==> src/rtl/pipe_stream_fifo.sv <==
// Stream FIFO behind an enable-stalled delay line; optional stats via PIPE_STREAM_FIFO_STATS_EN.
// Latency: a word written at edge N is on dout with out_valid in cycle N+1 (first-word-fall-through).
// Backpressure: registered pipe_ena drops when full, so upstream freezes rather than dropping samples.
module pipe_stream_fifo #(
    parameter int WIDTH = 16,
    parameter int DEPTH = 4,
    parameter int AFULL = 3
) (
    input  logic                         clk,
    input  logic                         rst_n,
    input  logic                         flush,
    input  logic                         in_valid,
    input  logic [WIDTH-1:0]             din,
    output logic                         pipe_ena,
    output logic [WIDTH-1:0]             dout,
    output logic                         out_valid,
    input  logic                         out_ready,
    output logic [$clog2(DEPTH+1)-1:0]   level,
`ifdef PIPE_STREAM_FIFO_STATS_EN
    output logic [$clog2(DEPTH+1)-1:0]   max_level,
    output logic [31:0]                  stall_cnt,
`endif
    output logic                         almost_full
);

    localparam int LW = $clog2(DEPTH + 1);
    localparam int PW = (DEPTH > 1) ? $clog2(DEPTH) : 1;

    generate
        if (DEPTH < 2) begin : g_bad_depth
            $error("pipe_stream_fifo: DEPTH must be at least 2");
        end
        if (AFULL < 1 || AFULL > DEPTH) begin : g_bad_afull
            $error("pipe_stream_fifo: AFULL must lie within 1..DEPTH");
        end
    endgenerate

    logic [WIDTH-1:0] mem [DEPTH];
    logic [PW-1:0]    rd_ptr;
    logic [PW-1:0]    wr_ptr;
    logic [PW-1:0]    rd_ptr_next;
    logic [PW-1:0]    wr_ptr_next;
    logic [LW-1:0]    level_next;
    logic             wr;
    logic             rd;

    assign wr = in_valid & pipe_ena;
    assign rd = out_valid & out_ready;

    // Explicit wrap keeps non-power-of-two depths correct.
    always_comb begin
        rd_ptr_next = rd_ptr;
        wr_ptr_next = wr_ptr;
        level_next  = level;
        if (flush) begin
            rd_ptr_next = '0;
            wr_ptr_next = '0;
            level_next  = '0;
        end else begin
            if (rd) begin
                rd_ptr_next = (rd_ptr == PW'(DEPTH - 1)) ? '0 : rd_ptr + PW'(1);
            end
            if (wr) begin
                wr_ptr_next = (wr_ptr == PW'(DEPTH - 1)) ? '0 : wr_ptr + PW'(1);
            end
            level_next = level + LW'(wr) - LW'(rd);
        end
    end

    always_ff @(posedge clk or negedge rst_n) begin
        if (!rst_n) begin
            rd_ptr      <= '0;
            wr_ptr      <= '0;
            level       <= '0;
            out_valid   <= 1'b0;
            almost_full <= 1'b0;
            pipe_ena    <= 1'b1;
        end else begin
            rd_ptr      <= rd_ptr_next;
            wr_ptr      <= wr_ptr_next;
            level       <= level_next;
            out_valid   <= (level_next != '0);
            almost_full <= (level_next >= LW'(AFULL));
            pipe_ena    <= (level_next < LW'(DEPTH));
        end
    end

    // Storage carries no reset; content is only meaningful under out_valid.
    always_ff @(posedge clk) begin
        if (wr && !flush) begin
            mem[wr_ptr] <= din;
        end
    end

    assign dout = mem[rd_ptr];

`ifdef PIPE_STREAM_FIFO_STATS_EN
    // Statistics survive flush; only rst_n clears them.
    always_ff @(posedge clk or negedge rst_n) begin
        if (!rst_n) begin
            max_level <= '0;
            stall_cnt <= '0;
        end else begin
            if (level_next > max_level) begin
                max_level <= level_next;
            end
            if (!pipe_ena && in_valid && (stall_cnt != 32'hFFFF_FFFF)) begin
                stall_cnt <= stall_cnt + 32'd1;
            end
        end
    end
`endif

endmodule
==> config.mk <==
export PLATFORM = sky130hd
export DESIGN_NAME = pipe_stream_fifo
export DESIGN_NICKNAME = d
export VERILOG_FILES = /design/src/rtl/pipe_stream_fifo.sv
export SDC_FILE = /design/constraint.sdc
export NUM_CORES = 1
export LEC_CHECK = 0
export ABC_CLOCK_PERIOD_IN_PS = 2900
export CAP_MARGIN = 20
export CORE_MARGIN = 2
export CORE_UTILIZATION = 46
export DETAILED_ROUTE_END_ITERATION = 7
export PLACE_DENSITY = 0.81
export REMOVE_ABC_BUFFERS = 1
export SYNTH_ARGS = -nofsm -noshare
export SYNTH_HDL_FRONTEND = slang
export SYNTH_SLANG_ARGS = --single-unit
==> constraint.sdc <==
create_clock -name clk -period 2.9 [get_ports clk]
set_input_delay 0.29 -clock clk [delete_from_list [all_inputs] [get_ports clk]]
set_output_delay 0.29 -clock clk [all_outputs]
set_load 0.005 [all_outputs]
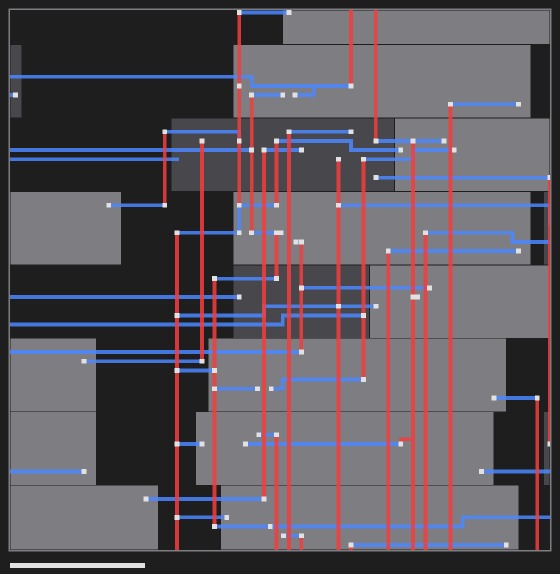
*A small window of the routed layout, run 1*
Scale bar: 5 um. Region (52, 52) to (72, 72) um. Cells in gray, sequential cells in the stronger gray; small squares are vias.
Key: red = met2; blue = met1
9 logic cells have their middle in the window. Sequential cells in the window: 7. Most frequent: edfxtp_1 (7), mux4_2 (1), clkbuf_8 (1). Netlist names of flops here include mem (7).

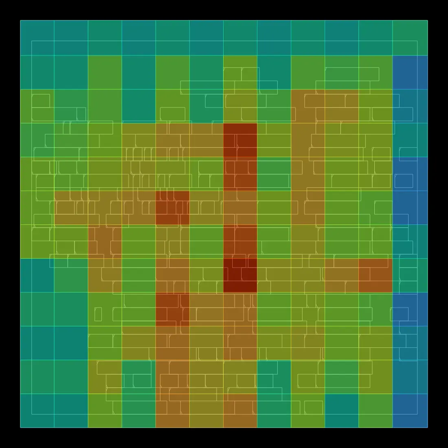
*Routing congestion, run 1*
Util after Layout: 59.7%
grt met2 use: 25.4%
GRT met3 Usage: 5.77%
global routing usage summed across all routing layers: 14.2%

==> changes_impl.md, run 1 <==
## Flow update

- Status: complete, no violations
- Post-Synth XOR/XNOR Area: 1.22%
- TritonCTS sink count: 74
- Minimum clock period after layout: 2510 ps
- Number of warning messages in the logs: 28
- Diode count: 0
- Insertion delay at the late pin of the worst-skew pair: 330 ps
- Number of standard-cell rows in the floorplan: 28
- Fraction of final layout cells with drive strength greater than 1: 15.1%
- Most frequent logic cell in the layout: edfxtp_1
- FP Util: 48.0%
- Final worst-path setup slack: 386 ps
- Count of flip-flops with a built-in enable after synthesis: 64
- Slew Limit Headroom: 47.6%
- Endpoint kind of the worst setup timing path: output port
- Worst-path fanout max: 12
- Reg-to-reg setup timing slack: 580 ps
- Data required time at the worst endpoint: 2610 ps
- Average footprint of a synthesized cell: 21.5 sq um
- Proportion of synthesized area in mux cells: 13.9%
- Yosys-reported design area after synthesis: 2880 sq um
- Worst-case vdd ir drop: 0.000657 V
- Area share of fa/ha/maj cells after synthesis: 3.31%
- Die width: 83.1 um
- Path depth of the worst reg2reg path: 9
- Final Hold Violating Endpoints: 0
- Longest Clk Path Bufs: 2
- Flop and latch count out of synthesis: 74
- Largest non-sequential cell family by area: multiplexers
- Die area: 6900 sq um
- Worst min-delay path class: in -> async
- Finish-stage setup viols: 0
- Net count reported at finish: 215
- Count of maximum capacitance violations: 0
- Worst Path Buf+Inv: 2
- Post-route setup TNS: 0 ps
- Placeable core region: 5990 sq um
- Count of buffers inserted at the top-level ports: 42
- Transition time at the pin with the least slew margin: 787 ps
- Vias per Instance: 5.16
- Number of remaining DRC errors: 0
- Placement-stage worst setup slack: 290 ps
- Total I/O pin count: 43
- Async set or reset register ratio after synthesis: 13.5%
- Sequential cell area fraction in the yosys report: 75.6%
- Number of warnings reported in the yosys synthesis log: 0
- Final weighted congestion in routability-driven placement: 0.745
- Height of the die: 83.1 um
- Post-Synthesis Cell Area: 2880 sq um
- Max Fclk: 0.398 GHz
- Synth Instances: 134
- Synth Flop Type: edfxtp_1
- Largest net degree at the start of global routing: 18
- Residual overflow from global routing: 0
- Most frequent cells in the layout: edfxtp_1 (64), clkdlybuf4s50_1 (42), dfrtp_1 (9), clkbuf_8 (9)
- Pwr dens: 739 nW/um^2
- Area delta synth->final: 24.5%
- Startpoint type of the worst setup path: flip-flop
- Wire length of the first global-routing pass: 7400 um
- Critical path start-end classification: reg -> out
- Period utilization: 86.7%
- Number of iterations in the first detailed-routing pass: 4
- Number of H-tree levels: 3
- Worst stage delay on the critical path: 630 ps
- Count of different cell masters after synthesis: 23
- Static Leakage: 1.24 nW
- Worst r2r dst: out_valid
- Vias: 1379
- Clock transition at path regs: 70 ps
- Cell-by-cell trace of the critical path: buf_12 -> mux4_1 -> clkdlybuf4s50_1
- Post-CTS setup repair buffer count: 0
- Number of pins with negative max-slew slack in the final report: 0
- Area fraction in and, or, nand and nor cells after synthesis: 3.18%
- R2R Path Start: pipe_ena
- Ao+oa area frac: 0.566%
- Gate family responsible for the most delay along the worst path: buffers and inverters
- Number of antenna violations at the first check in global routing: 0
- Vias in the first global route: 1543
- Clock tree from TritonCTS: done
- Average routed wire per standard cell: 17.1 um
- WL final: 4560 um
- Count of nets left with antenna violations after detail routing: 0
- Setup repair after global routing missed its margin: false
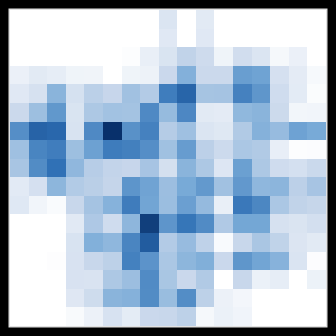
*Wiring heat map, run 1*
17 x 17 tiles, from white (low) to dark blue (high), scaled to the fullest tile. Values are wire area over tile area, all layers added.
The fullest tile reaches 0.40. The densest ninth of the die: center. 24% of the tiles are nearly empty. 18% of the tiles are over half the peak. The mean over all tiles is 0.10.

-- run 1: layout make-up --
type,count,area [sq um],area share [%]
Sequential cell,74,2170,60.7
Multi-Input combinational cell,50,638,17.8
Timing Repair Buffer,47,470,13.1
Clock buffer,9,124,3.46
Tap cell,75,93.8,2.62
Clock inverter,7,60.1,1.68
Inverter,5,18.8,0.524
-- run 1: cells in the mapped netlist (2+ instances only) --
library cell  count  area, sq um
inv_1             5         18.8
and2_1            5         31.3
edfxtp_1         64         1920
nand2_1           2         7.51
nand3_1           2         10.0
mux4_2            8          180
mux4_1            8          210
nor2_1            8         30.0
ha_1              6         75.1
xnor2_1           2         17.5
buf_2             2         10.0
xor2_1            2         17.5
a21oi_1           2         10.0
dfrtp_1           9          225
-- run 1: power breakdown --
group          leakage [nW]  switching (W)  internal (W)
Clock                0.0939       0.000322      0.000386
Combinational         0.438       0.000239      0.000377
Sequential            0.710      0.0000665       0.00125
-- run 1: flip-flops by register name (all words and copies together) (netlist names) --
signal       count
mem             64
level            3
rd_ptr           2
wr_ptr           2
almost_full      1
out_valid        1
pipe_ena         1
-- run 1: layer usage --
layer | vias up | GRT usage [%] | part of all wire (%)
met5 | - | 0 | 0
met1 | 692 | 15.5 | 40
li1 | 640 | - | -
met2 | 41 | 25.4 | 53
met3 | 6 | 5.77 | 5.4
met4 | 0 | 3.87 | 1.1
-- run 1: how the worst max path moves through the flow --
stage               startpoint  slack, ps   endpoint  depth (start not counted)
floorplan             pipe_ena        760   pipe_ena                          9
global placement      in_valid        470   pipe_ena                         10
detailed placement    in_valid        290  out_valid                         10
CTS                  rd_ptr[0]        330    dout[3]                          3
global route         rd_ptr[0]        280    dout[3]                          3
finish               rd_ptr[0]        390    dout[3]                          3
-- run 1: cells by family after synthesis --
family	after synthesis
AND/OR/NAND/NOR	19
multiplexers	17
AND-OR/OR-AND	3
flip-flops	74
adder cells (fa/ha/maj)	7
buffers and inverters	10
XOR/XNOR	4
-- run 1: metrics by stage --
step / instances / power, W / cell area, sq um / utilization (%)
floorplan: 129 / 0.00163 / 2830 / -
CTS: 267 / 0.00268 / 3580 / 59.7
finish: 267 / 0.00264 / 3580 / 59.7
detailed placement: 251 / 0.00197 / 3390 / 56.7
global route: 267 / 0.00278 / 3580 / 59.7
global placement: 251 / 0.00193 / 3390 / 56.7
### Metal layers overlaid, run 1

Scale bar: 20 um. Two of the layers only.
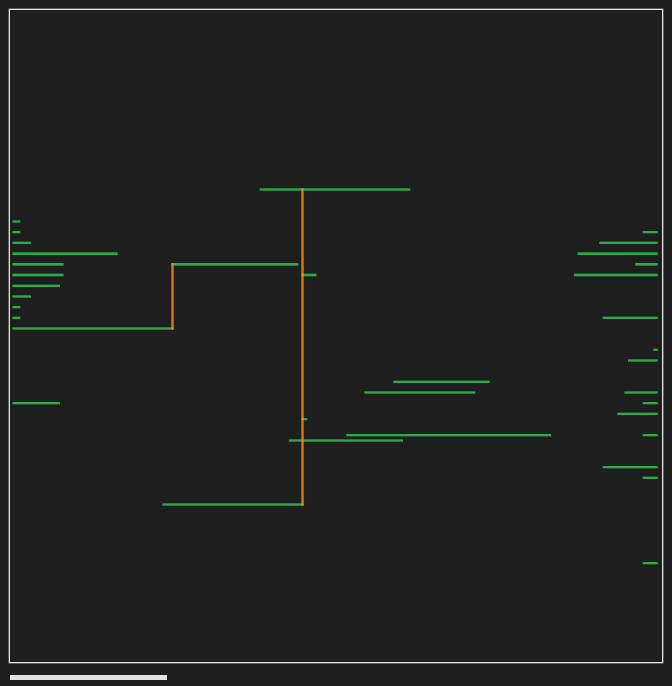

==> run 2, diff against run 1 <==
- CORE_MARGIN: 2 -> 5
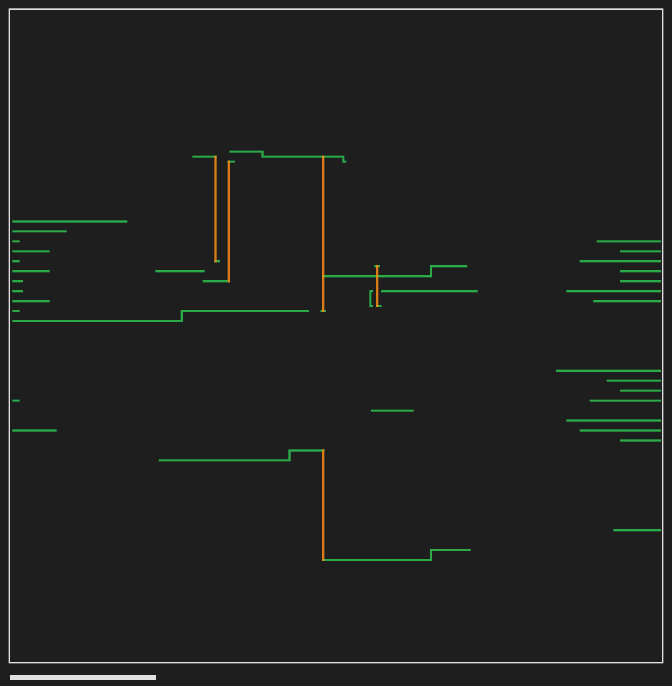
*Metal layers overlaid, run 2*
Scale bar: 20 um. Two of the layers only.
Key: orange = met4 [wire length 72.1 um]; green = met3 [wire length 335 um]
WL final: 5230 um
average routed wire per standard cell: 19.7 um
global routing usage summed across all routing layers: 15.2%
vias: 1438

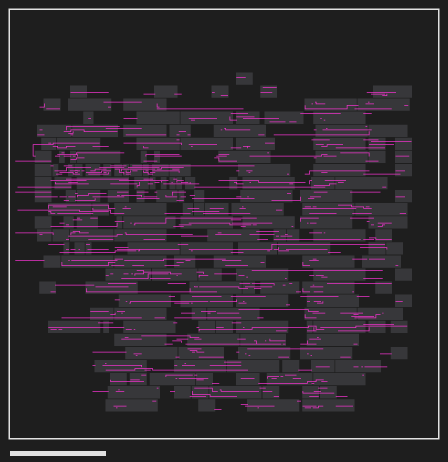
*The metal 1 layer, run 2*
Scale bar: 20 um.
The layer holds 37% of the routed length. The layer carries 1950 um of wire. 185 nets have wire on it. The longest straight run is 27.1 um. The wires run mostly horizontal.

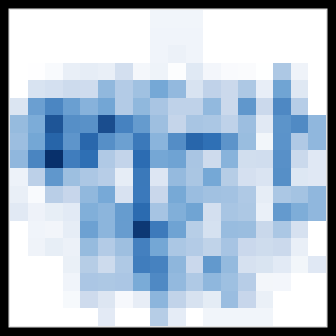
*Wiring heat map, run 2*
18 x 18 tiles, from white (low) to dark blue (high), scaled to the fullest tile. Values are wire area over tile area, all layers added.

==> changes_impl.md, run 2 <==
## Flow update

- Proportion of synthesized area in mux cells: 13.9% (unchanged)
- Worst Path Buf+Inv: 2 (unchanged)
- Worst-path fanout max: 16 (was 12)
- Register with the highest flop count: mem (unchanged)
- Synth Flop Type: edfxtp_1 (unchanged)
- Synth Instances: 134 (unchanged)
- Count of maximum capacitance violations: 0 (unchanged)
- Post-route setup TNS: 0 ps (unchanged)
- Count of nets left with antenna violations after detail routing: 0 (unchanged)
- Number of remaining DRC errors: 0 (unchanged)
- Count of buffers inserted at the top-level ports: 42 (unchanged)
- Most frequent cells in the layout: edfxtp_1 (64), clkdlybuf4s50_1 (42), dfrtp_1 (9), clkbuf_8 (9) (unchanged)
- Vias per Instance: 5.41 (was 5.16)
- Status: complete, no violations (unchanged)
- Longest Clk Path Bufs: 2 (unchanged)
- Max Fclk: 0.404 GHz (was 0.398 GHz)
- Final weighted congestion in routability-driven placement: 0.882 (was 0.745)
- Area delta synth->final: 24.6% (was 24.5%)
- # Cells Yosys: 134 (unchanged)
- TritonCTS sink count: 74 (unchanged)
- Number of pins with negative max-slew slack in the final report: 0 (unchanged)
- Minimum clock period after layout: 2470 ps (was 2510 ps)
- Yosys-reported design area after synthesis: 2880 sq um (unchanged)
- Critical path start-end classification: reg -> out (unchanged)
- Sequential cell area fraction in the yosys report: 75.6% (unchanged)
- Number of antenna violations at the first check in global routing: 0 (unchanged)
- Setup repair after global routing missed its margin: false (unchanged)
- Largest non-sequential cell family by area: multiplexers (unchanged)
- Post-Synth XOR/XNOR Area: 1.22% (unchanged)
- Path depth of the worst reg2reg path: 9 (unchanged)
- Largest register FFs: 64 (unchanged)
- Slew Limit Headroom: 46.3% (was 47.6%)
- Count of different cell masters after synthesis: 23 (unchanged)
- Most frequent cell after synthesis: edfxtp_1 (unchanged)
- Insertion delay at the late pin of the worst-skew pair: 340 ps (was 330 ps)
- Final Hold Violating Endpoints: 0 (unchanged)
- Wire length of the first global-routing pass: 8420 um (was 7400 um)
- Number of standard-cell rows in the floorplan: 28 (unchanged)
- Ao+oa area frac: 0.566% (unchanged)
- Proportion of netlist area held by the largest area contributor: 66.8% (unchanged)
- Number of iterations in the first detailed-routing pass: 4 (unchanged)
- Period utilization: 85.3% (was 86.7%)
- Net count reported at finish: 214 (was 215)
- Average footprint of a synthesized cell: 21.5 sq um (unchanged)
- Pwr dens: 774 nW/um^2 (was 739 nW/um^2)
- Crit path arrival time: 2180 ps (was 2220 ps)
- Worst stage delay on the critical path: 620 ps (was 630 ps)
- Residual overflow from global routing: 0 (unchanged)
- Placeable core region: 5990 sq um (unchanged)
- Post-CTS setup repair buffer count: 0 (unchanged)
- Fraction of final layout cells with drive strength greater than 1: 14.1% (was 15.1%)
- Registers with the highest flip-flop counts: mem (64), level (3) (unchanged)
- Async set or reset register ratio after synthesis: 13.5% (unchanged)
- Cell area after layout: 3580 sq um (about the same)
- Largest net degree at the start of global routing: 18 (unchanged)
- Dominant cells by area after synthesis: edfxtp_1 (67%), dfrtp_1 (7.8%), mux4_1 (7.3%), mux4_2 (6.3%), ha_1 (2.6%) (unchanged)
- Number of H-tree levels: 3 (unchanged)
- Count of flip-flops with a built-in enable after synthesis: 64 (unchanged)
- Commonest cells in the synthesized netlist: edfxtp_1 (64), dfrtp_1 (9), mux4_1 (8), mux4_2 (8), nor2_1 (8) (unchanged)
- R2R Path Start: pipe_ena (unchanged)
- Clock transition at path regs: 70 ps (about the same)
- Reg-to-reg setup timing slack: 540 ps (was 580 ps)
- Die area: 7930 sq um (was 6900 sq um)
- Number of warnings reported in the yosys synthesis log: 0 (unchanged)
- Most frequent logic cell in the layout: edfxtp_1 (unchanged)
- Post-synthesis cell type with the largest combined area: edfxtp_1 (unchanged)
- Finish-stage setup viols: 0 (unchanged)
- Diode count: 0 (unchanged)
- Worst r2r dst: pipe_ena (was out_valid)
- Worst-case vdd ir drop: 0.000672 V (was 0.000657 V)
- Area fraction in and, or, nand and nor cells after synthesis: 3.18% (unchanged)
- Data required time at the worst endpoint: 2610 ps (about the same)
- Number of warning messages in the logs: 28 (unchanged)
- Cell-by-cell trace of the critical path: buf_4 -> mux4_1 -> clkdlybuf4s50_1 (was buf_12 -> mux4_1 -> clkdlybuf4s50_1)
- Transition time at the pin with the least slew margin: 806 ps (was 787 ps)
- Placed instance area: 3370 sq um (was 3390 sq um)
- Endpoint kind of the worst setup timing path: output port (unchanged)
- Die width: 89.1 um (was 83.1 um)
run 2: area by class of cell:
class / instances / area, sq um
flip-flops and latches: 74 / 2170
clock buffers: 10 / 128
well taps: 75 / 93.8
repair buffers: 46 / 450
inverters: 5 / 18.8
multi-input cells: 50 / 638
clock inverters: 6 / 81.3
fillers: 425 / 2410
run 2: cells by family after synthesis:
logic type,count (synthesis)
xor gates and xnor gates,4
DFF,74
AOI/OAI and AO/OA,3
buffers and inverters,10
and+or+nand+nor,19
adders and majority gates,7
muxes,17
run 2: worst register-to-register path: stages, from the launching register on:
cell	delay (ps)
dfstp_2	550
nand2_1	120
ha_1	300
inv_1	60
ha_1	150
inv_1	60
fa_1	390
xor2_1	180
xnor2_1	180
or2_2	300
run 2: where the power goes:
group          internal [W]  leakage, nW  total [W]  switching (W)
Combinational      0.000368        0.429   0.000633       0.000265
Clock              0.000479        0.105   0.000827       0.000348
Sequential          0.00125        0.710    0.00131      0.0000602
Total               0.00210         1.24    0.00277       0.000674
run 2: how the worst max path moves through the flow:
stage | start | slack, ps | endpoint | depth (start not counted)
2_1_floorplan | pipe_ena | 760 | pipe_ena | 9
3_3_place_gp | in_valid | 470 | pipe_ena | 10
3_5_place_dp | in_valid | 250 | pipe_ena | 10
4_1_cts | rd_ptr[0] | 390 | dout[4] | 3
5_1_grt | rd_ptr[0] | 340 | dout[4] | 3
6_report | rd_ptr[0] | 430 | dout[4] | 3
run 2: metrics by stage:
step                      instances  setup WS, ps  hold slack (ps)  power [W]  util (%)
after detailed placement        250           253              555    0.00197      56.3
after global routing            266           345              271    0.00293      59.8
after global placement          250           473              542    0.00192      56.3
final                           266           427              252    0.00277      59.8
after floorplan                 129           760            -5.59    0.00163         -
after CTS                       266           391              242    0.00281      59.8
run 2: routing by layer:
metal | vias up | track usage, % | part of all wire [%]
met4 | 0 | 4.33 | 1.4
met2 | 50 | 27.3 | 55
li1 | 633 | - | -
met1 | 744 | 16.2 | 37
met3 | 11 | 6.64 | 6.4
met5 | - | 0 | 0
No activity file was given, so power comes from the tool's default toggle rates.
